### Clock wires, drivers and flops

Drawn at 4 px/um.
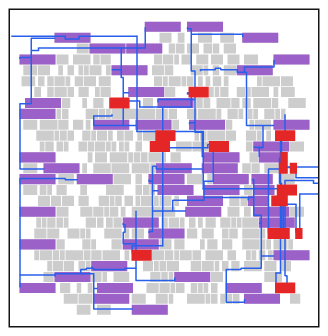
### Placement by cell class

Drawn at 4 px/um.
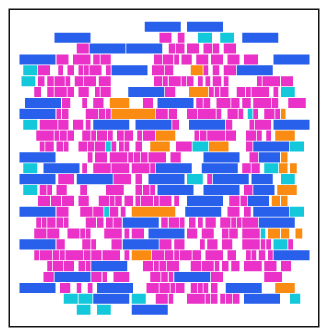
### Register map, names as in the netlist

Drawn at 4 px/um.
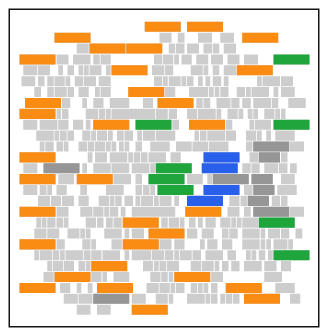
### Cell outlines without signal wires

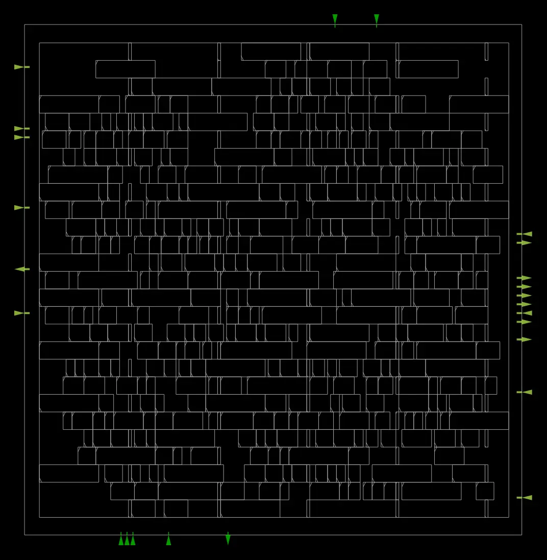
### config.mk
export PLATFORM = sky130hd
export DESIGN_NAME = clk_gate_ctrl
export DESIGN_NICKNAME = d
export VERILOG_FILES = /design/src/rtl/clk_gate_ctrl.sv
export SDC_FILE = /design/constraint.sdc
export NUM_CORES = 1
export LEC_CHECK = 0
export CORE_AREA = 2 2 75 77
export CTS_CLUSTER_SIZE = 16
export DETAILED_ROUTE_END_ITERATION = 10
export DIE_AREA = 0 0 77 79
export GPL_TIMING_DRIVEN = 0
export PLACE_DENSITY = 0.84
export SLEW_MARGIN = 20
export SYNTH_ARGS = -nofsm -noshare
export SYNTH_HDL_FRONTEND = slang
export SYNTH_SLANG_ARGS = --single-unit
### constraint.sdc
create_clock -name clk_i -period 3.3 [get_ports clk_i]
set_input_delay 0.495 -clock clk_i [delete_from_list [all_inputs] [get_ports clk_i]]
set_output_delay 0.495 -clock clk_i [all_outputs]
set_load 0.005 [all_outputs]
### src/rtl/clk_gate_ctrl.sv
// Multi-channel clock-gate controller: per-channel req/ack handshake with a
// programmable idle hold-off before each gated clock is stopped.
module clk_gate_ctrl #(
  parameter int unsigned NUM_CH = 4,
  parameter int unsigned IDLE_W = 8
) (
  input  logic              clk_i,
  input  logic              rst_an_i,
  input  logic [NUM_CH-1:0] req_i,
  output logic [NUM_CH-1:0] ack_o,
  input  logic [IDLE_W-1:0] idle_cycles_i,
  input  logic              force_i,
  output logic [NUM_CH-1:0] clk_o,
  output logic              active_o
);

  localparam logic [1:0] ST_OFF  = 2'd0;
  localparam logic [1:0] ST_ON   = 2'd1;
  localparam logic [1:0] ST_HOLD = 2'd2;

  localparam logic [IDLE_W-1:0] CNT_ONE = IDLE_W'(1);

  logic [NUM_CH-1:0][1:0]        state_q, state_d;
  logic [NUM_CH-1:0][IDLE_W-1:0] cnt_q,   cnt_d;
  logic [NUM_CH-1:0]             en_q,    en_d;
  logic [NUM_CH-1:0]             ack_q,   ack_d;
  logic                          active_q, active_d;

  logic [NUM_CH-1:0] gate_en_c;
  logic [NUM_CH-1:0] gate_lat;

  // Control registers; reset clears enables asynchronously.
  always_ff @(posedge clk_i or negedge rst_an_i) begin
    if (!rst_an_i) begin
      state_q  <= '0;
      cnt_q    <= '0;
      en_q     <= '0;
      ack_q    <= '0;
      active_q <= 1'b0;
    end else begin
      state_q  <= state_d;
      cnt_q    <= cnt_d;
      en_q     <= en_d;
      ack_q    <= ack_d;
      active_q <= active_d;
    end
  end

  // Per-channel OFF/ON/HOLD handshake and hold-off countdown.
  always_comb begin
    state_d = state_q;
    cnt_d   = cnt_q;
    en_d    = en_q;
    ack_d   = ack_q;
    for (int unsigned ch = 0; ch < NUM_CH; ch++) begin
      case (state_q[ch])
        ST_OFF: begin
          if (req_i[ch]) begin
            state_d[ch] = ST_ON;
            en_d[ch]    = 1'b1;
          end
        end
        ST_ON: begin
          ack_d[ch] = 1'b1;
          if (!req_i[ch]) begin
            if (idle_cycles_i == '0) begin
              state_d[ch] = ST_OFF;
              en_d[ch]    = 1'b0;
              ack_d[ch]   = 1'b0;
            end else begin
              state_d[ch] = ST_HOLD;
              cnt_d[ch]   = idle_cycles_i;
            end
          end
        end
        ST_HOLD: begin
          if (req_i[ch]) begin
            state_d[ch] = ST_ON;
            cnt_d[ch]   = '0;
          end else if (cnt_q[ch] == CNT_ONE) begin
            state_d[ch] = ST_OFF;
            cnt_d[ch]   = '0;
            en_d[ch]    = 1'b0;
            ack_d[ch]   = 1'b0;
          end else begin
            cnt_d[ch] = cnt_q[ch] - CNT_ONE;
          end
        end
        default: begin
          state_d[ch] = ST_OFF;
          cnt_d[ch]   = '0;
          en_d[ch]    = 1'b0;
          ack_d[ch]   = 1'b0;
        end
      endcase
    end
  end

  // Registered copy of the enable OR, tracking en_q cycle for cycle.
  assign active_d = |en_d;

  // Enable latch is transparent only while clk_i is low, so the gate
  // can never truncate a high phase already in progress.
  assign gate_en_c = en_q | {NUM_CH{force_i}};

  always_latch begin
    if (!clk_i) begin
      gate_lat <= gate_en_c;
    end
  end

  assign clk_o    = {NUM_CH{clk_i}} & gate_lat;
  assign ack_o    = ack_q;
  assign active_o = active_q;

endmodule

==> run_results.csv <==
group,metric,value,unit
synthesis,synth.cellmix.simpleShare,0.172,
clock_tree,ctsResizeCount,14,
worst_setup_path,critPathMaxFanout,1,
pwr,power.switching,0.00170,W
detailed_routing,postRouteAntennaNets,0,
cells_and_area,clkbuf_count,14,
cells_and_area,nonClkBufAreaFrac,0.0599,
cells_and_area,comb-cell-share,0.487,
place,io_buffers,23,
synthesis,area_leaders,"dfrtp_1 38%, ha_1 9.2%, a22oi_1 3.9%",
cells_and_area,largest_cell_class,"multi-input combinational cells",
pwr,power.leakage,1.59,nW
run_status,status,"finished clean",
global_route,grt_pass1_wl,13300,um
synthesis,avgSynthCellArea,9.11,um^2
place,place.gp.congestion,0.934,
pwr,share_comb_of_total_power,0.522,
detailed_routing,post_drt_via_cell_ratio,6.22,
detailed_routing,drc,0,
clock_tree,clk_pin_slew,0.10,ns
global_route,use_met1,0.351,
sta,setup_viol,0,
cells_and_area,areaGrowthSynthToFinish,15.2,%
worst_setup_path,start_kind,"latch",
synthesis,async_flop_share,0.925,
floorplanning,ios,24,
synthesis,yosysChipArea,3260,um^2
cells_and_area,comb_area,1830,um^2
synthesis,edf_count,0,
detailed_routing,drt-initial-drc-count,216,
place,dpl.hpwl,5400,um
cells_and_area,num-fill-cells,434,
synthesis,yosys_warnings,0,
hold_path,min_path_type,"in -> async",
flow_run,maxCapViolCount,0,
synthesis,topCombFamilyByArea,"AND-OR/OR-AND gates",
sta,slew_headroom,0.487,
## Picture notes: 'Clock wires, drivers and flops'
- purple: flip-flops and latches (count 53)
- blue: clock wires (length 906 um)
- red: cells driving clock nets (count 17)
- routed clock nets: 18
Clk. pwr: 0.000762 W
Final Skew: 0.0106 ns

## Picture notes: 'Placement by cell class'
- magenta: all other logic (cells 295)
- cyan: other buffers and delay cells (cells 25)
- orange: clock drivers and dummy loads (cells 21)
- blue: flip-flops and latches (cells 53)
Core ar.: 5340 um^2
sequential share of cell area: 0.342
final design utilization: 0.704
cell area after layout: 3760 um^2

## Picture notes: 'Register map, names as in the netlist'
- orange: cnt_q (sequential cells 32; where all over the die)
- blue: en_q (sequential cells 4)
- green: state_q (sequential cells 8)
- not coloured: 9
Seq group: 0.00110 W
register area: 1290 um^2

## Picture notes: 'Cell outlines without signal wires'
num rows: 27
Post-Layout Cell Count: 466
Tapcell Cnt: 72

-- per-stage QoR --
| stage | instance area, um^2 | total power [W] | worst slack (ns) | hold WS (ns) |
|---|---|---|---|---|
| after global routing | 3760 | 0.00421 | 0.0569 | 0.141 |
| after CTS | 3760 | 0.00390 | 0.000739 | 0.110 |
| after global placement | 3580 | 0.00313 | 0.200 | 0.477 |
| after floorplan | 3260 | 0.00264 | 0.668 | 0.199 |
| after detailed placement | 3580 | 0.00321 | 0.191 | 0.480 |
| final | 3760 | 0.00390 | 0.0857 | 0.0831 |
-- sequential cells by signal, indices dropped and copies added, names as in the netlist --
| signal | flops |
|---|---|
| cnt_q | 32 |
| gate_lat | 4 |
| state_q | 8 |
| active_o | 1 |
| en_q | 4 |
| ack_o | 4 |
-- worst paths after layout --
kind                             startpoint           to  slack [ns]  depth (start not counted)
worst max-delay path            gate_lat[1]     clk_o[1]        0.09                          2
worst min-delay path               rst_an_i    cnt_q[17]        0.08                          1
worst max register to register      en_q[3]  gate_lat[3]        0.94                          1
worst min register to register    cnt_q[30]    cnt_q[30]        0.50                          1
max in group asynchronous          rst_an_i     cnt_q[2]        2.78                          1
min in group clk_i                cnt_q[30]    cnt_q[30]        0.50                          1
-- worst max-delay path: cells and delay by family (launching register included) --
| family | cells | cell delay [ns] |
|---|---|---|
| buf+inv | 1 | 0.10 |
| simple gates | 1 | 0.13 |
| latches | 1 | 0.41 |
-- cells by family after synthesis --
| family | after synthesis |
|---|---|
| compound gates | 121 |
| buf+inv | 35 |
| mux | 4 |
| flops | 49 |
| fa+ha+maj | 24 |
| simple gates | 110 |
| latches | 4 |
| xor+xnor | 11 |
-- metal layers --
metal / wire length, um / up-vias
met3: 566 / 29
met1: 3450 / 1385
met5: 0 / -
met2: 3740 / 105
met4: 282 / 0
li1: - / 1381
No activity file was given, so power comes from the tool's default toggle rates.
